[src/rtl/serial_adder_sub.sv]
// Multi-cycle adder/subtractor: one CHUNK-bit ripple adder is reused over
// WIDTH/CHUNK cycles. start/busy/done handshake; subtraction is A + ~B + 1.
//
//   state  | meaning
//   IDLE   | waiting for start, outputs hold last result
//   RUN    | one chunk of the operands added per cycle
//   DONE   | done pulse; a new start is accepted here without a bubble
module serial_adder_sub #(
  parameter int WIDTH = 10,
  parameter int CHUNK = 2
) (
  input  logic             clk_i,
  input  logic             rst_i,
  input  logic             start_i,
  input  logic             sub_i,
  input  logic [WIDTH-1:0] a_i,
  input  logic [WIDTH-1:0] b_i,
  input  logic             cin_i,
  output logic             busy_o,
  output logic             done_o,
  output logic [WIDTH-1:0] sum_o,
  output logic             cout_o,
  output logic             ovf_o
);

  localparam int NCH = WIDTH / CHUNK;
  localparam int CW  = $clog2(NCH + 1);

  localparam logic [1:0]    S_IDLE = 2'd0;
  localparam logic [1:0]    S_RUN  = 2'd1;
  localparam logic [1:0]    S_DONE = 2'd2;
  localparam logic [CW-1:0] LAST   = CW'(NCH - 1);

  logic [1:0]       state_q, state_d;
  logic [WIDTH-1:0] a_q, a_d;
  logic [WIDTH-1:0] b_q, b_d;
  logic             carry_q, carry_d;
  logic [CW-1:0]    cnt_q, cnt_d;
  logic [WIDTH-1:0] work_q, work_d;
  logic [WIDTH-1:0] sum_q, sum_d;
  logic             cout_q, cout_d;
  logic             ovf_q, ovf_d;

  logic [CHUNK-1:0] chunk_sum;
  logic             chunk_cout;
  logic             chunk_cmsb;
  logic [WIDTH-1:0] work_next;
  logic             accept;

  // Operands shift right one chunk per cycle, so the adder always reads the
  // low CHUNK bits; carry into the top bit is kept for overflow detection.
  always_comb begin : chunk_adder
    logic c;
    c          = carry_q;
    chunk_cmsb = 1'b0;
    chunk_sum  = '0;
    for (int i = 0; i < CHUNK; i++) begin
      chunk_sum[i] = a_q[i] ^ b_q[i] ^ c;
      if (i == CHUNK - 1) chunk_cmsb = c;
      c = (a_q[i] & b_q[i]) | (c & (a_q[i] ^ b_q[i]));
    end
    chunk_cout = c;
  end

  // Working sum fills from the top; after NCH chunks chunk k sits at k*CHUNK.
  assign work_next = (work_q >> CHUNK) | (WIDTH'(chunk_sum) << (WIDTH - CHUNK));
  assign accept    = start_i && (state_q != S_RUN);

  // Next-state and datapath load/step logic.
  always_comb begin
    state_d = state_q;
    a_d     = a_q;
    b_d     = b_q;
    carry_d = carry_q;
    cnt_d   = cnt_q;
    work_d  = work_q;
    sum_d   = sum_q;
    cout_d  = cout_q;
    ovf_d   = ovf_q;
    case (state_q)
      S_RUN: begin
        a_d     = a_q >> CHUNK;
        b_d     = b_q >> CHUNK;
        carry_d = chunk_cout;
        cnt_d   = cnt_q + CW'(1);
        work_d  = work_next;
        if (cnt_q == LAST) begin
          sum_d   = work_next;
          cout_d  = chunk_cout;
          ovf_d   = chunk_cmsb ^ chunk_cout;
          state_d = S_DONE;
        end
      end
      default: begin
        state_d = S_IDLE;
        if (accept) begin
          a_d     = a_i;
          b_d     = sub_i ? ~b_i : b_i;
          carry_d = sub_i ? 1'b1 : cin_i;
          cnt_d   = '0;
          work_d  = '0;
          state_d = S_RUN;
        end
      end
    endcase
  end

  // State and datapath registers; reset discards any operation in flight.
  always_ff @(posedge clk_i or posedge rst_i) begin
    if (rst_i) begin
      state_q <= S_IDLE;
      a_q     <= '0;
      b_q     <= '0;
      carry_q <= 1'b0;
      cnt_q   <= '0;
      work_q  <= '0;
      sum_q   <= '0;
      cout_q  <= 1'b0;
      ovf_q   <= 1'b0;
    end else begin
      state_q <= state_d;
      a_q     <= a_d;
      b_q     <= b_d;
      carry_q <= carry_d;
      cnt_q   <= cnt_d;
      work_q  <= work_d;
      sum_q   <= sum_d;
      cout_q  <= cout_d;
      ovf_q   <= ovf_d;
    end
  end

  assign busy_o = (state_q == S_RUN);
  assign done_o = (state_q == S_DONE);
  assign sum_o  = sum_q;
  assign cout_o = cout_q;
  assign ovf_o  = ovf_q;

endmodule

[config.mk]
export PLATFORM = sky130hd
export DESIGN_NAME = serial_adder_sub
export DESIGN_NICKNAME = d
export VERILOG_FILES = /design/src/rtl/serial_adder_sub.sv
export SDC_FILE = /design/constraint.sdc
export NUM_CORES = 1
export LEC_CHECK = 0
export ABC_AREA = 1
export CAP_MARGIN = 10
export CORE_MARGIN = 2
export CORE_UTILIZATION = 55
export CTS_CLUSTER_DIAMETER = 40
export DETAILED_ROUTE_END_ITERATION = 7
export PLACE_DENSITY = 0.83
export SLEW_MARGIN = 25
export SYNTH_ARGS = -nofsm -noshare
export SYNTH_HDL_FRONTEND = slang
export SYNTH_SLANG_ARGS = --single-unit
[constraint.sdc]
create_clock -name clk_i -period 2.7 [get_ports clk_i]
set_input_delay 0.54 -clock clk_i [delete_from_list [all_inputs] [get_ports clk_i]]
set_output_delay 0.54 -clock clk_i [all_outputs]
set_load 0.01 [all_outputs]
Run 1, where the registers sit:
Other sequential cells in the stronger gray, the rest of the logic in the fainter gray.
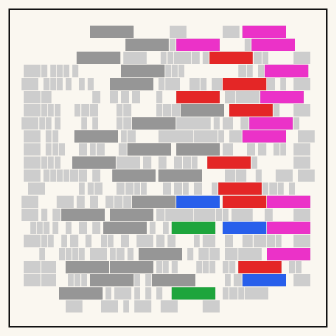
[blue] cnt_q | flops: 3
[red] work_q | flops: 8
[magenta] sum_o | flops: 10
[green] state_q | flops: 2
utilization of the core after routing: 70.95%
footprint of the flip-flops and latches: 1151 sq um
sequential share of cell area: 44.32%
flip-flop and latch power: 1.10 mW

Run 1, I/O nets highlighted:
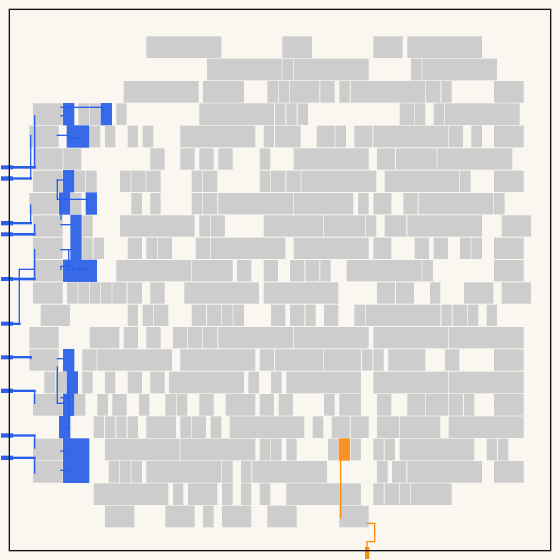
[orange] done_o | bits: 1 | direction: output | edge: bottom | end cells: 1 | buffers: 1 | wire: 12.2 um
[blue] b_i | bits: 10 | direction: input | edge: left | end cells: 18 | buffers: 10 | wire: 98.7 um
count of port buffers added during placement: 38
Boundary Pins: 39

Run 1, met3 routing:
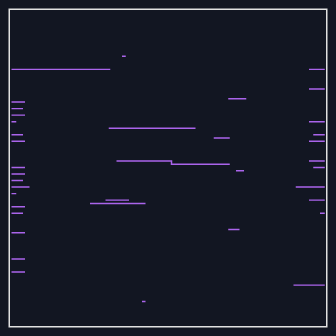
wire length on this layer: 159 um
share of all routed wire: 4.1%
longest straight run: 20.2 um
DRT Wirelength: 3.860 mm
Vias: 1,671
global-route track usage on met3: 4.452%

Run 1, signal metal coverage by tile:
13 x 13 tiles, from black (low) to pale yellow (high), scaled to the fullest tile. Values are wire area over tile area, all layers added.
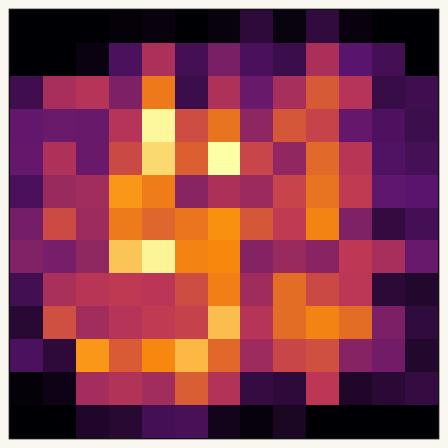
densest ninth of the die: center
tiles over half the peak: 30%
fullest tile: 0.39
mean over tiles: 0.14
nearly empty tiles: 11%
total routing resource utilization after global routing: 20.90%
DR WL/cell: 11.56 um

[run 1: final timing paths]
kind	startpoint	to	slack [ns]	depth (start not counted)
setup / recovery	state_q[1]	busy_o	0.38	4
hold / removal	ovf_o	ovf_o	0.48	2
setup reg to reg	a_q[0]	ovf_o	0.98	5
hold reg to reg	ovf_o	ovf_o	0.48	2
max in group asynchronous	rst_i	state_q[0]	1.58	3
min in group asynchronous	rst_i	work_q[3]	0.54	2
[run 1: power groups by stage]
stage | logic, mW | registers, mW | clock network, mW
finish | 1.01 | 1.10 | 0.421
global route | 1.16 | 1.13 | 0.460
CTS | 1.02 | 1.10 | 0.431
detailed placement | 1.02 | 1.11 | 0
global placement | 0.991 | 1.10 | 0
floorplan | 0.658 | 1.12 | 0
==> results.tsv, run 1 <==
stage	metric	value	unit
run_status	outcome	complete, no violations	
synthesis	netlist.top_cell.by_area	sky130_fd_sc_hd__dfrtp_1	
finish	bufAreaShareNonClock	15.80	%
power_and_ir_drop	vdd_ir_drop_max	0.0004428	V
synthesis	synthSimpleGateAreaFrac	26.57	%
power_and_ir_drop	p_leak	1.306	nW
synthesis	yosys.area_share.aoi	6.269	%
power_and_ir_drop	power.clock.fraction	16.7	%
setup_path	critical_path.max_stage_delay	0.60	ns
final_timing	timing.final.crit_period	2.318	ns
finish	n_antenna_cell	0	
finish	fill_cells	292	
finish	layout.clock.cell_area_share	3.516	%
synthesis	fp_nets	276	
finish	final.signal_buffer_count	42	
finish	layout.cells.most_common_list	sky130_fd_sc_hd__nand2_1, sky130_fd_sc_hd__dfrtp_1, sky130_fd_sc_hd__nand3_1	
synthesis	synth-adder-area-share	3.104	%
final_timing	fin_worst_skew	0.002237	ns
floorplan	die_w	65.73	um
synthesis	synth.lib_cells_used.distinct	19	
setup_path	crit_required	2.16	ns
synthesis	synth-edff-count	0	
place	dpl.hpwl	2.866	mm
hold_path	timing.hold.worst.class	flip-flop to flip-flop	
route	drt_drc_violations_left	0	
floorplan	row_cnt	22	
clocking	tritoncts_clock_tree	done	
route	detail_route.wirelength.met1	1.753	mm
setup_path	setup.worst_path.end_class	output pin	
power_and_ir_drop	power.share.sequential	43.5	%
synthesis	synth_warnings	0	
global_route	grt_util_met1	26.48	%
finish	area.share.combinational	30.01	%
setup_path	timing.setup.critical_path_class	flip-flop to output pin	
route	antenna_violating_nets_post_route	0	
global_route	grt_pass1_wl	6.837	mm
clocking	clk_transition_reported_paths	0.08	ns
route	route.detailed.vias_per_inst	5.003	
finish	num-nets-final	314	
finish	areaGrowthSynthToFinish	23.94	%
power_and_ir_drop	power.internal	1.607	mW
synthesis	synthTopCellsByCount	sky130_fd_sc_hd__nand2_1, sky130_fd_sc_hd__dfrtp_1, sky130_fd_sc_hd__nand3_1	
final_timing	finalHoldViolations	0	
route	highest_routed_layer	met4	
Run 1, cell placement:
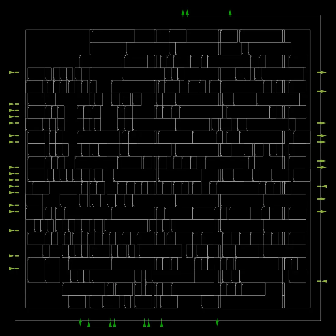

==> run 1 -> run 2 <==
--- a/config.mk
+++ b/config.mk
@@ -8,10 +8,9 @@
 export ABC_AREA = 1
 export CAP_MARGIN = 10
 export CORE_MARGIN = 2
-export CORE_UTILIZATION = 55
+export CORE_UTILIZATION = 28
 export CTS_CLUSTER_DIAMETER = 40
 export DETAILED_ROUTE_END_ITERATION = 7
-export PLACE_DENSITY = 0.83
 export SLEW_MARGIN = 25
 export SYNTH_ARGS = -nofsm -noshare
 export SYNTH_HDL_FRONTEND = slang
Run 2, cell placement:
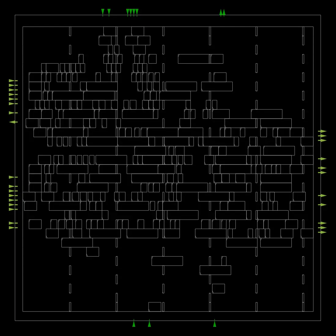
number of fillers in the final layout: 773
flop count: 46
sequential share of cell area: 43.50%
Taps Inserted: 99
final cell count without fillers: 384

Run 2, I/O nets highlighted:
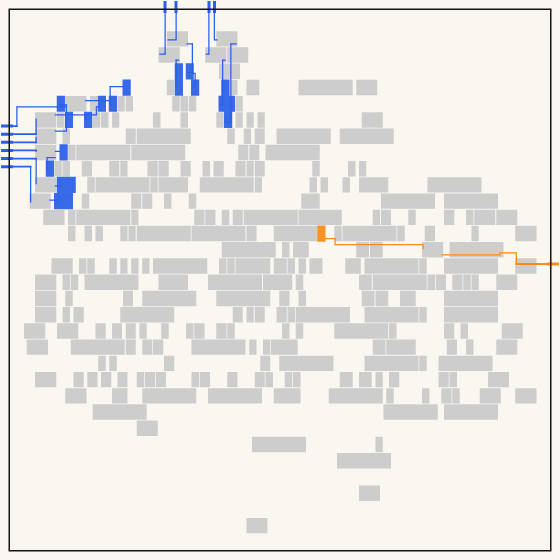
[blue] b_i | bits: 10 | direction: input | edge: 6 left, 4 top | end cells: 18 | buffers: 10 | wire: 144 um
[orange] done_o | bits: 1 | direction: output | edge: right | end cells: 1 | buffers: 1 | wire: 38.6 um

Run 2, where the registers sit:
Other sequential cells in the stronger gray, the rest of the logic in the fainter gray.
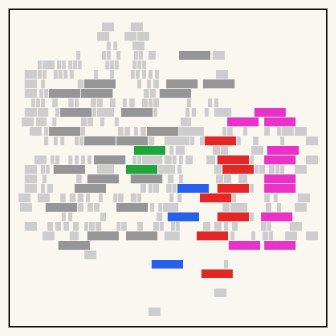
[blue] cnt_q | flops: 3
[red] work_q | flops: 8
[magenta] sum_o | flops: 10 | where: middle right
[green] state_q | flops: 2
not colored: 23
utilization of the core after routing: 36.48%

==> results.tsv, run 2 <==
stage	metric	value	unit
floorplan	row_cnt	31	
finish	layout.cells.most_common_list	sky130_fd_sc_hd__nand2_1, sky130_fd_sc_hd__dfrtp_1, sky130_fd_sc_hd__nand3_1	
finish	areaGrowthSynthToFinish	26.27	%
hold_path	hold_start	a_q[8]	
power_and_ir_drop	vdd_ir_drop_max	0.0003595	V
hold_path	hold_depth	2	
setup_path	critical_path.max_stage_delay	0.61	ns
route	detail_route.wirelength.met1	1.946	mm
floorplan	boundaryPins	39	
power_and_ir_drop	clock_power	0.386	mW
synthesis	synth.lib_cells_used.distinct	19	
route	route.detailed.vias_per_inst	4.305	
setup_path	setup.worst_path.end_class	output pin	
setup_path	r2r_slack	0.98	ns
route	route.vias.total	1653	
global_route	globalRouteTotalUtil	10.67	%
power_and_ir_drop	power.share.sequential	44.0	%
synthesis	netlist.top_cell.by_area	sky130_fd_sc_hd__dfrtp_1	
clocking	clk_transition_reported_paths	0.08	ns
power_and_ir_drop	power_leader	registers	
route	dr_wl_cell	10.49	um
setup_path	critical_path.reg2reg.startpoint	a_q[0]	
final_timing	fin_worst_skew	0.007260	ns
global_route	grt_util_met3	3.255	%
finish	n_antenna_cell	0	
run_status	outcome	complete, no violations	
global_route	grt_util_met1	14.46	%
synthesis	synth_warnings	0	
setup_path	timing.setup.critical_path_class	flip-flop to output pin	
final_timing	finalHoldViolations	0	
finish	num-nets-final	314	
route	drt-total-wl	4.029	mm
power_and_ir_drop	p_leak	1.298	nW
hold_path	min_to	a_q[8]	
hold_path	timing.hold.worst.class	flip-flop to flip-flop	
run 2: cell types whose count changed in the layout (fill, tap and decap cells not counted), sizes merged:
cell | before | now
clkinv | 2 | 0
inv | 27 | 28
run 2: layout make-up:
class                   count  area, sq um
inverters                  28        105.1
clock buffers               7        76.32
flip-flops and latches     46         1151
repair buffers             42        410.4
multi-input cells         162        779.5
fillers                   773         4607
well taps                  99        123.9
run 2: cell families after synthesis:
| logic type | Yosys count | share of synthesized area, % |
|---|---|---|
| simple gates | 133 | 26.57 |
| flops | 46 | 54.93 |
| buf+inv | 39 | 7.880 |
| compound gates | 22 | 6.269 |
| fa+ha+maj | 4 | 3.104 |
| xor+xnor | 3 | 1.254 |
No activity file was given, so power comes from the tool's default toggle rates.
